Fig. 1: run 1, M2 wires
Scale: 2 px per um.
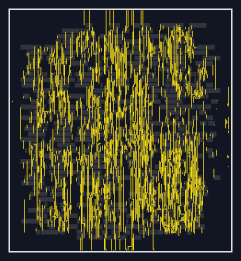
Fig. 2: run 1, where the registers sit
Scale: 4 px per um. Other sequential cells in the stronger grey, the rest of the logic in the fainter grey.
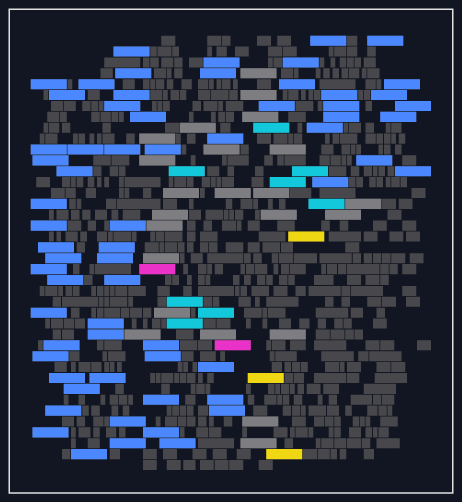
Fig. 3: run 1, routing congestion
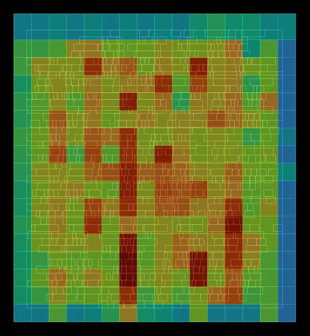
Fig. 4: run 1, selected gate families
Scale: 4 px per um.
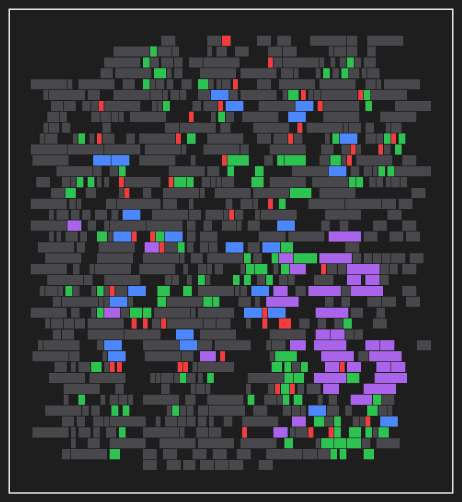
--- config.mk ---
export PLATFORM = sky130hd
export DESIGN_NAME = route_grant_sequencer
export DESIGN_NICKNAME = d
export VERILOG_FILES = /design/src/rtl/route_pkg.sv /design/src/rtl/route_release_timer.sv /design/src/rtl/route_grant_sequencer.sv
export SDC_FILE = /design/constraint.sdc
export NUM_CORES = 1
export LEC_CHECK = 0
export CORE_ASPECT_RATIO = 1.1
export CORE_MARGIN = 5
export CORE_UTILIZATION = 55
export DETAILED_ROUTE_END_ITERATION = 8
export MAX_ROUTING_LAYER = met4
export PLACE_DENSITY_LB_ADDON = 0.15
export SYNTH_ARGS = -nofsm -noshare
export SYNTH_HDL_FRONTEND = slang
export SYNTH_SLANG_ARGS = --single-unit
--- constraint.sdc ---
create_clock -name i_clk -period 3.8 [get_ports i_clk]
set_clock_uncertainty 0.05 [all_clocks]
set_input_delay 0.57 -clock i_clk [delete_from_list [all_inputs] [get_ports i_clk]]
set_output_delay 0.57 -clock i_clk [all_outputs]
set_load 0.01 [all_outputs]
--- src/rtl/route_pkg.sv ---
// ---------------------------------------------------------------------------
// route_pkg
// Shared definitions for the route grant sequencer: route count, route index
// width, the pairwise route conflict matrix, the sequencer FSM state type and
// small helpers for round-robin candidate selection and one-hot decode.
// ---------------------------------------------------------------------------
package route_pkg;

    localparam int NUM_ROUTES  = 8;
    localparam int ROUTE_IDX_W = 3;

    typedef logic [NUM_ROUTES-1:0]  route_mask_t;
    typedef logic [ROUTE_IDX_W-1:0] route_idx_t;

    // Row i lists the routes that conflict with route i: i+1, i-1 and i+4
    // (mod 8). The matrix is symmetric and has an empty diagonal.
    // Row 0 sits in the least-significant byte.
    localparam logic [NUM_ROUTES-1:0][NUM_ROUTES-1:0] ROUTE_CONFLICT =
        64'h49A4_5229_944A_2592;

    typedef enum logic [1:0] {
        ST_IDLE  = 2'd0,
        ST_CHECK = 2'd1,
        ST_LOCK  = 2'd2
    } seq_state_t;

    typedef struct packed {
        logic       found;
        route_idx_t idx;
    } route_pick_t;

    // Lowest index at or after ptr (wrapping) whose mask bit is set.
    // Scanning from the far end lets the closest hit overwrite later ones.
    function automatic route_pick_t rr_pick(input route_mask_t mask,
                                            input route_idx_t  ptr);
        route_pick_t pick;
        route_idx_t  idx;
        pick = '0;
        for (int k = NUM_ROUTES - 1; k >= 0; k--) begin
            idx = ptr + route_idx_t'(k);
            if (mask[idx]) begin
                pick.found = 1'b1;
                pick.idx   = idx;
            end else begin
                pick = pick;
            end
        end
        return pick;
    endfunction

    function automatic route_mask_t route_onehot(input route_idx_t idx);
        return route_mask_t'(1'b1) << idx;
    endfunction

endpackage

--- src/rtl/route_release_timer.sv ---
// ---------------------------------------------------------------------------
// route_release_timer
// Approach-locking hold timer for one route. Loading starts a countdown of
// RELEASE_CYCLES; done is high in the last held cycle so the owner clears its
// reservation on the edge where the count reaches zero.
//   clk  : clock, rising edge
//   rst  : asynchronous active-high reset
//   load : start (or restart) the countdown
//   done : last cycle of the hold period
// ---------------------------------------------------------------------------
module route_release_timer #(
    parameter int RELEASE_CYCLES = 8
) (
    input  logic clk,
    input  logic rst,
    input  logic load,
    output logic done
);

    logic [7:0] cnt_r;

    // Countdown register: load, then decrement to zero and stop.
    always_ff @(posedge clk or posedge rst) begin
        if (rst) begin
            cnt_r <= 8'd0;
        end else if (load) begin
            cnt_r <= 8'(RELEASE_CYCLES);
        end else if (cnt_r != 8'd0) begin
            cnt_r <= cnt_r - 8'd1;
        end else begin
            cnt_r <= cnt_r;
        end
    end

    assign done = (cnt_r == 8'd1);

endmodule

--- src/rtl/route_grant_sequencer.sv ---
// ---------------------------------------------------------------------------
// route_grant_sequencer
// Grants interlocked routes one at a time. A round-robin pick of a requested,
// unreserved route is checked against held conflicting routes and track
// occupancy; a clean route is reserved, locked for LOCK_CYCLES and granted.
// A cancelled grant keeps its reservation for RELEASE_CYCLES (per-route
// timers, running in parallel with the FSM).
//   i_clk       : clock, rising edge
//   i_rst       : asynchronous active-high reset
//   i_req       : per-route request level (bit0 = A ... bit7 = H)
//   i_cancel    : per-route single-cycle release request for a granted route
//   i_occupied  : per-route track occupied; occupied routes are never granted
//   o_grant     : route set and locked
//   o_held      : route reserved (locking, granted or releasing)
//   o_reject    : one-cycle pulse when an evaluated request is refused
//   o_reject_id : refused route index, valid with o_reject
//   o_busy      : FSM not idle
// ---------------------------------------------------------------------------
module route_grant_sequencer
    import route_pkg::*;
#(
    parameter int LOCK_CYCLES    = 4,
    parameter int RELEASE_CYCLES = 8
) (
    input  logic       i_clk,
    input  logic       i_rst,
    input  logic [7:0] i_req,
    input  logic [7:0] i_cancel,
    input  logic [7:0] i_occupied,
    output logic [7:0] o_grant,
    output logic [7:0] o_held,
    output logic       o_reject,
    output logic [2:0] o_reject_id,
    output logic       o_busy
);

    localparam logic [7:0] LOCK_LAST = 8'(LOCK_CYCLES - 1);

    seq_state_t  state_r, state_next_s;
    route_idx_t  cand_r, cand_next_s;
    route_idx_t  ptr_r, ptr_next_s;
    logic [7:0]  lock_cnt_r, lock_cnt_next_s;
    route_mask_t held_r, held_next_s;
    route_mask_t grant_r, grant_next_s;
    logic        reject_r, reject_next_s;
    route_idx_t  reject_id_r, reject_id_next_s;

    route_mask_t held_set_s;
    route_mask_t held_clr_s;
    route_mask_t grant_set_s;
    route_mask_t cancel_hit_s;
    route_mask_t release_done_s;
    route_pick_t pick_s;
    logic        refuse_s;
    logic        abort_s;

    // Cancels only count against routes that are actually granted.
    assign cancel_hit_s = i_cancel & grant_r;

    genvar r;
    generate
        for (r = 0; r < NUM_ROUTES; r++) begin : g_release
            route_release_timer #(
                .RELEASE_CYCLES(RELEASE_CYCLES)
            ) u_timer (
                .clk  (i_clk),
                .rst  (i_rst),
                .load (cancel_hit_s[r]),
                .done (release_done_s[r])
            );
        end
    endgenerate

    // Candidate search and CHECK/LOCK conditions. CHECK reads held_r, so a
    // release finishing in the same cycle still blocks a conflicting route.
    always_comb begin
        pick_s   = rr_pick(i_req & ~held_r, ptr_r);
        refuse_s = ((ROUTE_CONFLICT[cand_r] & held_r) != 8'd0) || i_occupied[cand_r];
        abort_s  = !i_req[cand_r] || i_occupied[cand_r];
    end

    // Next-state and per-transition actions of the central FSM.
    always_comb begin
        state_next_s     = state_r;
        cand_next_s      = cand_r;
        ptr_next_s       = ptr_r;
        lock_cnt_next_s  = lock_cnt_r;
        held_set_s       = 8'd0;
        held_clr_s       = 8'd0;
        grant_set_s      = 8'd0;
        reject_next_s    = 1'b0;
        reject_id_next_s = 3'd0;
        case (state_r)
            ST_IDLE: begin
                if (pick_s.found) begin
                    cand_next_s  = pick_s.idx;
                    state_next_s = ST_CHECK;
                end else begin
                    state_next_s = ST_IDLE;
                end
            end
            ST_CHECK: begin
                if (refuse_s) begin
                    reject_next_s    = 1'b1;
                    reject_id_next_s = cand_r;
                    ptr_next_s       = cand_r + 3'd1;
                    state_next_s     = ST_IDLE;
                end else begin
                    held_set_s      = route_onehot(cand_r);
                    lock_cnt_next_s = 8'd0;
                    state_next_s    = ST_LOCK;
                end
            end
            ST_LOCK: begin
                if (abort_s) begin
                    held_clr_s   = route_onehot(cand_r);
                    state_next_s = ST_IDLE;
                end else if (lock_cnt_r == LOCK_LAST) begin
                    grant_set_s  = route_onehot(cand_r);
                    ptr_next_s   = cand_r + 3'd1;
                    state_next_s = ST_IDLE;
                end else begin
                    lock_cnt_next_s = lock_cnt_r + 8'd1;
                end
            end
            default: begin
                state_next_s = ST_IDLE;
            end
        endcase
    end

    // Reservation and grant vectors combine FSM actions, cancels and timers.
    always_comb begin
        grant_next_s = (grant_r & ~cancel_hit_s) | grant_set_s;
        held_next_s  = (held_r | held_set_s) & ~held_clr_s & ~release_done_s;
    end

    // State and output registers; reset drops all reservations at once.
    always_ff @(posedge i_clk or posedge i_rst) begin
        if (i_rst) begin
            state_r     <= ST_IDLE;
            cand_r      <= 3'd0;
            ptr_r       <= 3'd0;
            lock_cnt_r  <= 8'd0;
            held_r      <= 8'd0;
            grant_r     <= 8'd0;
            reject_r    <= 1'b0;
            reject_id_r <= 3'd0;
        end else begin
            state_r     <= state_next_s;
            cand_r      <= cand_next_s;
            ptr_r       <= ptr_next_s;
            lock_cnt_r  <= lock_cnt_next_s;
            held_r      <= held_next_s;
            grant_r     <= grant_next_s;
            reject_r    <= reject_next_s;
            reject_id_r <= reject_id_next_s;
        end
    end

    assign o_grant     = grant_r;
    assign o_held      = held_r;
    assign o_reject    = reject_r;
    assign o_reject_id = reject_id_r;
    assign o_busy      = (state_r != ST_IDLE);

endmodule

==> Table 3: Implementation characteristics, run 1 <==
Implementation parameters

Parameter                              Value

Logic synthesis
  Registers, synthesis .................. 100
  Most frequent cell after synthesis .................. sky130_fd_sc_hd__dfrtp_1
  XOR Share, Synth .................. 5.86%
  Post-synthesis adder-cell area fraction .................. 5.12%
  Fraction of post-synthesis cell area in the top cell type by area .................. 41.0%
  Predominant post-synthesis flop cell .................. sky130_fd_sc_hd__dfrtp_1
  Synthesis Warnings .................. 0

STA
  Tightest Pin Transition .................. 1000 ps
  Unrepaired setup endpoints after global routing .................. false
  Slew Limit Headroom .................. 32.5%
  Setup violation total in the final timing report .................. 0
  Share of the clock period used by the worst path .................. 79.2%
  Hold Violations, Final .................. 0
  Worst hold slack after final layout .................. 478 ps

Worst setup path
  CP required .................. 3990 ps
  Kind of cell with the highest combined delay on the critical path .................. AND-OR/OR-AND gates
  Most common cell type on the critical path .................. sky130_fd_sc_hd__a31oi_1
  Critical Path, Cell by Cell .................. inv_1 -> ha_1 -> a221oi_1 -> a31oi_1 -> a21oi_1 -> nand4_1 -> nor3b_4 -> a31oi_1 -> a311oi_1
  Slowest stage cell on the critical path .................. sky130_fd_sc_hd__dfrtp_1
  Critical path launch point type .................. flop

Floorplanning
  Effective utilization at floorplan .................. 56.0%
  Placement Rows .................. 40
  Width of the die .................. 111 um
  Die Y .................. 121 um
  Core area .................. 10900 um2

Finish
  Number of logic gates .................. 465
  Register with the most flip-flops .................. g_release.u_timer.cnt_r
  Area-dominant class .................. combinational gates
  Multi-input gate share of total cell area .................. 47.5%
  Area of all sequential standard cells .................. 2500 um2
  Flip-flop and latch count .................. 100
  Count of plain and timing-repair buffers in the layout .................. 51

Clocking
  Clock slew at reported path FFs .................. 70 ps
  Number of setup buffers added after CTS .................. 0

GRT
  Number of antenna violations at the first check in global routing .................. 0
  GRT Max-Usage Layer .................. met2
  Maximum number of pins on one net before global-route repair .................. 52

Placement
  Post-detailed-placement half-perimeter wirelength .................. 10300 um
  Total placed cells including tap cells .................. 809
  Port Buffers .................. 46

Outcome
  Run status .................. finished, final reports clean

Routing
  Number of design rule violations left after detail routing .................. 0
  Residual antenna-violating net count after detailed routing .................. 0
  Metal-1 WL .................. 6170 um

Power
  Power density cells .................. 815 nW/um2
  Post-layout total power .................. 5.69 mW
About Fig. 1:
main direction: vertical
longest straight run: 60.3 um
wire length on this layer: 6750 um
nets with wire on the layer: 617

About Fig. 2:
[magenta] state_r | flops: 2
[cyan] o_held | flops: 8
[blue] g_release.u_timer.cnt_r | flops: 64 | where: widely spread
[yellow] ptr_r | flops: 3

About Fig. 3:
core utilization of the finished layout: 63.9%
average routed wire per standard cell: 16.8 um
met3 global-route usage: 3.45%

About Fig. 4:
[green] aoi and oai cells | cells: 98
[blue] fa/ha/maj cells | cells: 25
[purple] mux cells | cells: 35
[red] inv cells | cells: 46

run 1: report_power, final:
| group | switching [mW] | leakage (nW) | internal [mW] |
|---|---|---|---|
| registers | 0.523 | 1.20 | 1.47 |
| logic | 1.46 | 1.52 | 1.31 |
| clock network | 0.409 | 0.140 | 0.516 |
| total | 2.39 | 2.86 | 3.30 |
run 1: kinds of logic after synthesis:
group,after synthesis
flops,100
simple gates,252
xor+xnor,40
mux,35
fa+ha+maj,25
buf+inv,68
compound gates,113
run 1: final timing paths:
check                                                               start                                   endpoint  slack [ps]  cells past startpoint
worst max-delay path                                cand_r[0]$_DFFE_PP0P_                        o_held[5]$_DFF_PP0_         790                      9
worst min-delay path            g_release[1].u_timer.cnt_r[6]$_DFFE_PP0P_  g_release[1].u_timer.cnt_r[6]$_DFFE_PP0P_         480                      2
worst max register to register                      cand_r[0]$_DFFE_PP0P_                        o_held[5]$_DFF_PP0_         790                      9
worst min register to register  g_release[1].u_timer.cnt_r[6]$_DFFE_PP0P_  g_release[1].u_timer.cnt_r[6]$_DFFE_PP0P_         480                      2
max in group asynchronous                                           i_rst                       ptr_r[2]$_DFFE_PP0P_        2330                      3
min in group asynchronous                                           i_rst                       o_grant[4]$_DFF_PP0_         590                      2
run 1: placed cells by master, fill, tap and decap left out, types with 22 or more instances in the layout:
master / instances
sky130_fd_sc_hd__xnor2_1: 28
sky130_fd_sc_hd__clkdlybuf4s50_1: 46
sky130_fd_sc_hd__inv_1: 43
sky130_fd_sc_hd__ha_1: 25
sky130_fd_sc_hd__nand2_1: 22
sky130_fd_sc_hd__nor3_1: 27
sky130_fd_sc_hd__nand2b_1: 25
sky130_fd_sc_hd__a21oi_1: 37
sky130_fd_sc_hd__nor2_1: 82
sky130_fd_sc_hd__dfrtp_1: 100
Fig. 5: run 1, layout detail
Region (35, 64) to (75, 104) um. Cells in grey, sequential cells in the stronger grey; small squares are vias.
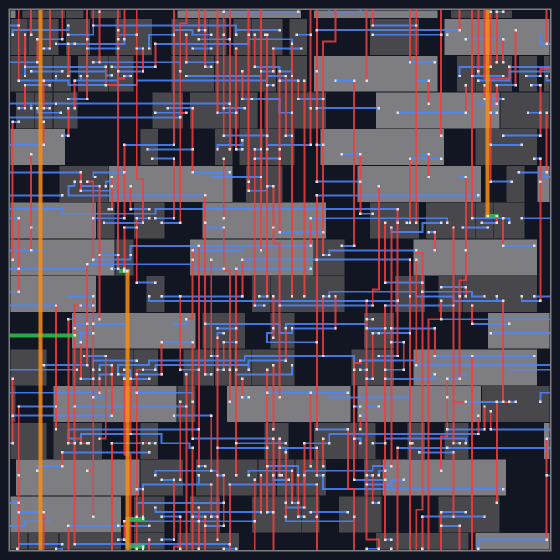

--- run 2 (diff from run 1) ---
CORE_UTILIZATION = 53   (was 55)
clock period = 2.7 ns   (was 3.8 ns; I/O delays follow)
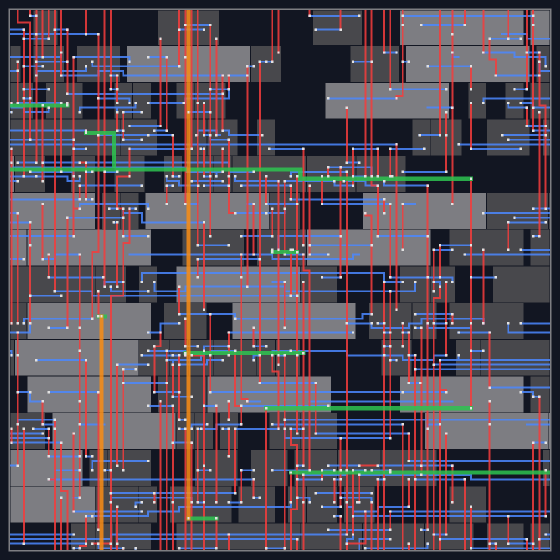
Fig. 6. Layout detail (run 2).
Region (36, 66) to (76, 106) um. Cells in grey, sequential cells in the stronger grey; small squares are vias.
[orange] metal 4
[blue] metal 1
[green] metal 3
[red] metal 2
cells with their middle in the window: 112
netlist names of flops here include: lock_cnt_r (6), g_release.u_timer.cnt_r (5), o_grant (5)
most frequent: dfrtp_1 (20), nor2_1 (14), buf_4 (8)
sequential cells in the window: 20

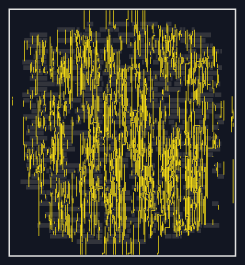
Fig. 7. M2 wires (run 2).
Scale: 2 px per um.
wire length on this layer: 7600 um
nets with wire on the layer: 652

==> Table 3: Implementation characteristics, run 2 <==
Implementation parameters

Parameter                              Value

Outcome
  Run status .................. finished, final reports clean

STA
  Share of the clock period used by the worst path .................. 93.3% (+14 points)
  Unrepaired setup endpoints after global routing .................. false
  Slew Limit Headroom .................. 53.9% (+21 points)
  Worst hold slack after final layout .................. 346 ps (-132 ps)
  Tightest Pin Transition .................. 685 ps (-319 ps)

Floorplanning
  Width of the die .................. 112 um (+1.7%)
  Die Y .................. 123 um (+1.7%)
  Placement Rows .................. 41 (+2.5%)
  Core area .................. 11400 um2 (+4.4%)

Placement
  Port Buffers .................. 46 (unchanged)
  Post-detailed-placement half-perimeter wirelength .................. 11100 um (+8.4%)
  Total placed cells including tap cells .................. 850 (+5.1%)

Finish
  Register with the most flip-flops .................. g_release.u_timer.cnt_r
  Most frequent standard cell in the layout excluding fill and tap cells .................. sky130_fd_sc_hd__dfrtp_1

Worst setup path
  Critical path launch point type .................. flop
  Slowest stage cell on the critical path .................. sky130_fd_sc_hd__dfrtp_2
  Critical Path, Cell by Cell .................. inv_1 -> ha_1 -> a221oi_1 -> a31oi_1 -> a21oi_1 -> nand4_1 -> nor3b_4 -> buf_12 -> a31oi_1 -> a311oi_1

Logic synthesis
  XOR Share, Synth .................. 5.86% (unchanged)
  Predominant post-synthesis flop cell .................. sky130_fd_sc_hd__dfrtp_1
  Post-synthesis adder-cell area fraction .................. 5.12% (unchanged)

Power
  Power density cells .................. 1180 nW/um2 (+44%)

Clocking
  Clock slew at reported path FFs .................. 70 ps (about the same)

Routing
  Average routed wire per standard cell .................. 16.9 um (+0.67%)
  Metal-1 WL .................. 6300 um (+2.2%)

GRT
  Maximum number of pins on one net before global-route repair .................. 84 (+62%)
  Number of antenna violations at the first check in global routing .................. 0 (unchanged)
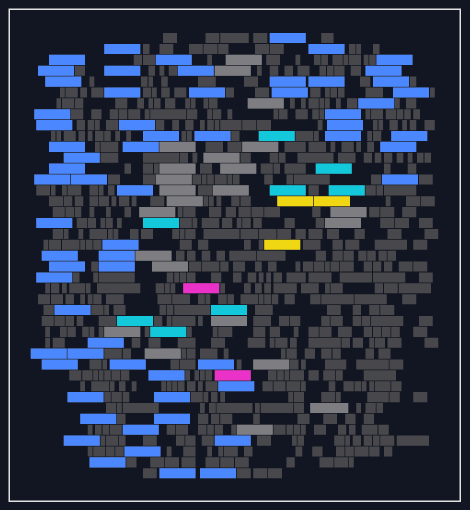
Fig. 8. Where the registers sit (run 2).
Scale: 4 px per um. Other sequential cells in the stronger grey, the rest of the logic in the fainter grey.
[yellow] ptr_r | flops: 3
[blue] g_release.u_timer.cnt_r | flops: 64 | where: widely spread
[cyan] o_held | flops: 8
[magenta] state_r | flops: 2

-- run 2: cell types whose count changed in the layout (fill, tap and decap cells not counted), sizes merged --
cell and delta:
buf +38, clkinv +3, inv -3
-- run 2: report_power, final --
| group | internal (mW) | total, mW | switching (mW) |
|---|---|---|---|
| logic | 2.25 | 4.55 | 2.30 |
| clock network | 0.728 | 1.30 | 0.570 |
| registers | 2.07 | 2.74 | 0.665 |
| total | 5.05 | 8.58 | 3.53 |
-- run 2: area by class of cell --
| type | count | area, um2 |
|---|---|---|
| fillers | 959 | 4090 |
| multi-input cells | 465 | 3310 |
| flip-flops and latches | 100 | 2500 |
| repair buffers | 89 | 808 |
| clock buffers | 10 | 229 |
| well taps | 150 | 188 |
| inverters | 46 | 181 |
| clock inverters | 6 | 76.3 |
-- run 2: logic make-up after synthesis --
group,count (synthesis)
DFF,100
muxes,35
buffers and inverters,68
AOI/OAI and AO/OA,113
xor gates and xnor gates,40
and+or+nand+nor,252
adders and majority gates,25
-- run 2: layer usage --
metal  track usage [%]  up-vias
met3              3.60       20
met4              6.99        0
met2              38.8       85
met1              27.3     2439
met5                 -        -
li1                  -     2408
-- run 2: how the worst max path moves through the flow --
stage / startpoint / to / depth (start not counted)
finish: cand_r[0]$_DFFE_PP0P_ / o_held[6]$_DFF_PP0_ / 10
CTS: cand_r[0]$_DFFE_PP0P_ / o_held[6]$_DFF_PP0_ / 10
global placement: i_req[6] / cand_r[0]$_DFFE_PP0P_ / 7
floorplan: ptr_r[1]$_DFFE_PP0P_ / cand_r[0]$_DFFE_PP0P_ / 11
detailed placement: i_req[6] / cand_r[0]$_DFFE_PP0P_ / 7
global route: cand_r[0]$_DFFE_PP0P_ / o_held[2]$_DFF_PP0_ / 10
Fig. 9: run 2, routing congestion
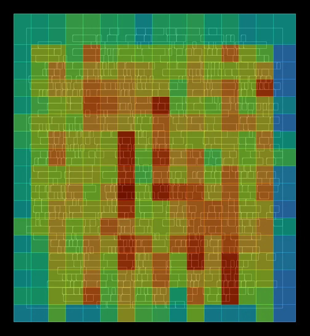

--- run 3 (diff from run 2) ---
CORE_MARGIN = unset   (was 5)
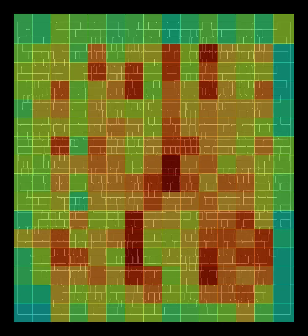
Fig. 10. Routing congestion (run 3).
GRT Max-Usage Layer: met2
average routed wire per standard cell: 16.8 um
core utilization of the finished layout: 66.2%
met3 global-route usage: 3.93%

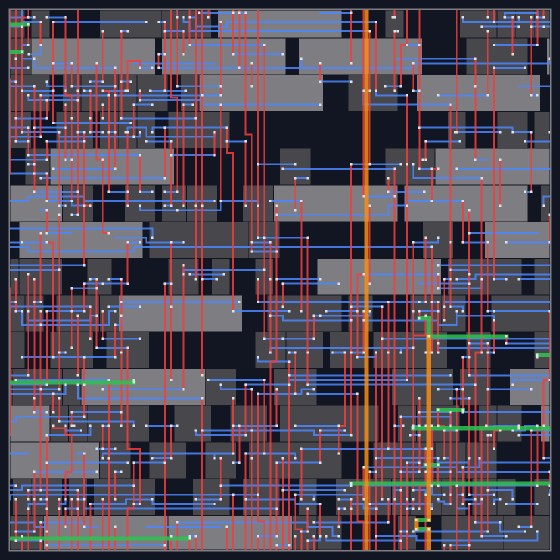
Fig. 11. Layout detail (run 3).
Region (32, 60) to (72, 100) um. Cells in grey, sequential cells in the stronger grey; small squares are vias.
[green] metal 3
[blue] metal 1
[orange] metal 4
[red] metal 2
sequential cells in the window: 18
netlist names of flops here include: g_release.u_timer.cnt_r (6), o_grant (5), lock_cnt_r (4)
most frequent: dfrtp_1 (18), nor2_1 (14), inv_1 (10)
cells with their middle in the window: 121

==> Table 3: Implementation characteristics, run 3 <==
Implementation parameters

Parameter                              Value

Outcome
  Run status .................. finished, final reports clean

Finish
  Most frequent standard cell in the layout excluding fill and tap cells .................. sky130_fd_sc_hd__dfrtp_1
  Area share of buffers outside the clock network .................. 11.4% (+0.37 points)
  Area of all sequential standard cells .................. 2500 um2 (about the same)
  Number of logic gates .................. 465 (unchanged)
  Multi-input gate share of total cell area .................. 45.4% (about the same)
  Number of inverters outside the clock class in the layout .................. 46 (unchanged)
  Filler Cell Count .................. 900 (-6.2%)
  Area-dominant class .................. combinational gates
  Clk_buf instances .................. 11 (+1)
  Combinational gate area .................. 3330 um2 (+0.42%)
  Portion of the layout cell area used by clock cells .................. 4.00% (-0.19 points)
  Register with the most flip-flops .................. g_release.u_timer.cnt_r

Floorplanning
  Core area .................. 11100 um2 (-2.9%)
  Number of well taps .................. 147 (-2.0%)
  Placement Rows .................. 40 (-2.4%)
  Die Y .................. 115 um (-6.5%)

Clocking
  Clock slew at reported path FFs .................. 70 ps (about the same)

GRT
  Number of antenna violations at the first check in global routing .................. 0 (unchanged)

STA
  Unrepaired setup endpoints after global routing .................. false
  Slew Limit Headroom .................. 58.0% (+4.1 points)
  Tightest Pin Transition .................. 630 ps (-54.6 ps)
  Worst hold slack after final layout .................. 351 ps (+4.67 ps)
  Share of the clock period used by the worst path .................. 94.5% (+1.2 points)

Power
  Power density cells .................. 1180 nW/um2 (about the same)

Placement
  Port Buffers .................. 46 (unchanged)
  Post-detailed-placement half-perimeter wirelength .................. 10800 um (-3.3%)

Worst setup path
  Slowest stage cell on the critical path .................. sky130_fd_sc_hd__dfrtp_1
  Launch point of the critical path .................. ptr_r[0]$_DFFE_PP0P_
  Critical Path, Cell by Cell .................. ha_2 -> xor2_2 -> inv_2 -> mux4_2 -> a221oi_2 -> o31ai_1 -> a311o_1
  Critical path launch point type .................. flop

Logic synthesis
  Predominant post-synthesis flop cell .................. sky130_fd_sc_hd__dfrtp_1
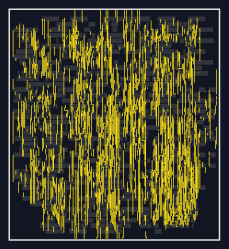
Fig. 12. M2 wires (run 3).
Scale: 2 px per um.
wire length on this layer: 7320 um
longest straight run: 50.7 um
nets with wire on the layer: 648
main direction: vertical
share of all routed wire: 50%

-- run 3: layer usage --
layer / vias to the layer above / track usage (%) / wire length, um
li1: 2414 / - / -
met1: 2420 / 33.1 / 6280
met2: 123 / 45.1 / 7320
met3: 27 / 3.93 / 601
met4: 0 / 11.8 / 313
met5: - / - / 0
-- run 3: cells by family after synthesis --
kind of cell | count (synthesis) | share of synthesized area, %
and+or+nand+nor | 252 | 21.9
xor gates and xnor gates | 40 | 5.86
AOI/OAI and AO/OA | 113 | 12.8
muxes | 35 | 8.58
buffers and inverters | 68 | 4.85
DFF | 100 | 41.0
adders and majority gates | 25 | 5.12
-- run 3: stage by stage --
step           cell area, um2  instances
2_1_floorplan            6110        633
6_report                 7320        866
4_1_cts                  7310        866
5_1_grt                  7320        866
3_5_place_dp             7020        851
3_3_place_gp             7020        851
-- run 3: timing repair --
| item | in CTS | in global routing |
|---|---|---|
| endpoints found under the setup margin | 0 | 3 |
| hold endpoints to repair | 0 | 0 |
| hold buffers | 0 | 0 |
| gates resized | 0 | 4 |
-- run 3: power breakdown --
group          internal [mW]  leakage [nW]  switching (mW)  total [mW]
Combinational           2.29          1.73            2.29        4.58
Sequential              2.07          1.20           0.674        2.75
Clock                  0.737         0.138           0.555        1.29
-- run 3: path summary, 6_finish.rpt --
kind	endpoint	slack, ps	cells after the start
worst min register to register	o_grant[0]$_DFF_PP0_	470	1
max in group asynchronous	g_release[3].u_timer.cnt_r[2]$_DFFE_PP0P_	1560	3
worst max register to register	cand_r[0]$_DFFE_PP0P_	150	7
worst max-delay path	cand_r[0]$_DFFE_PP0P_	150	7
min in group i_clk	o_grant[0]$_DFF_PP0_	470	1
worst min-delay path	g_release[4].u_timer.cnt_r[4]$_DFFE_PP0P_	350	2
No activity file was given, so power comes from the tool's default toggle rates.
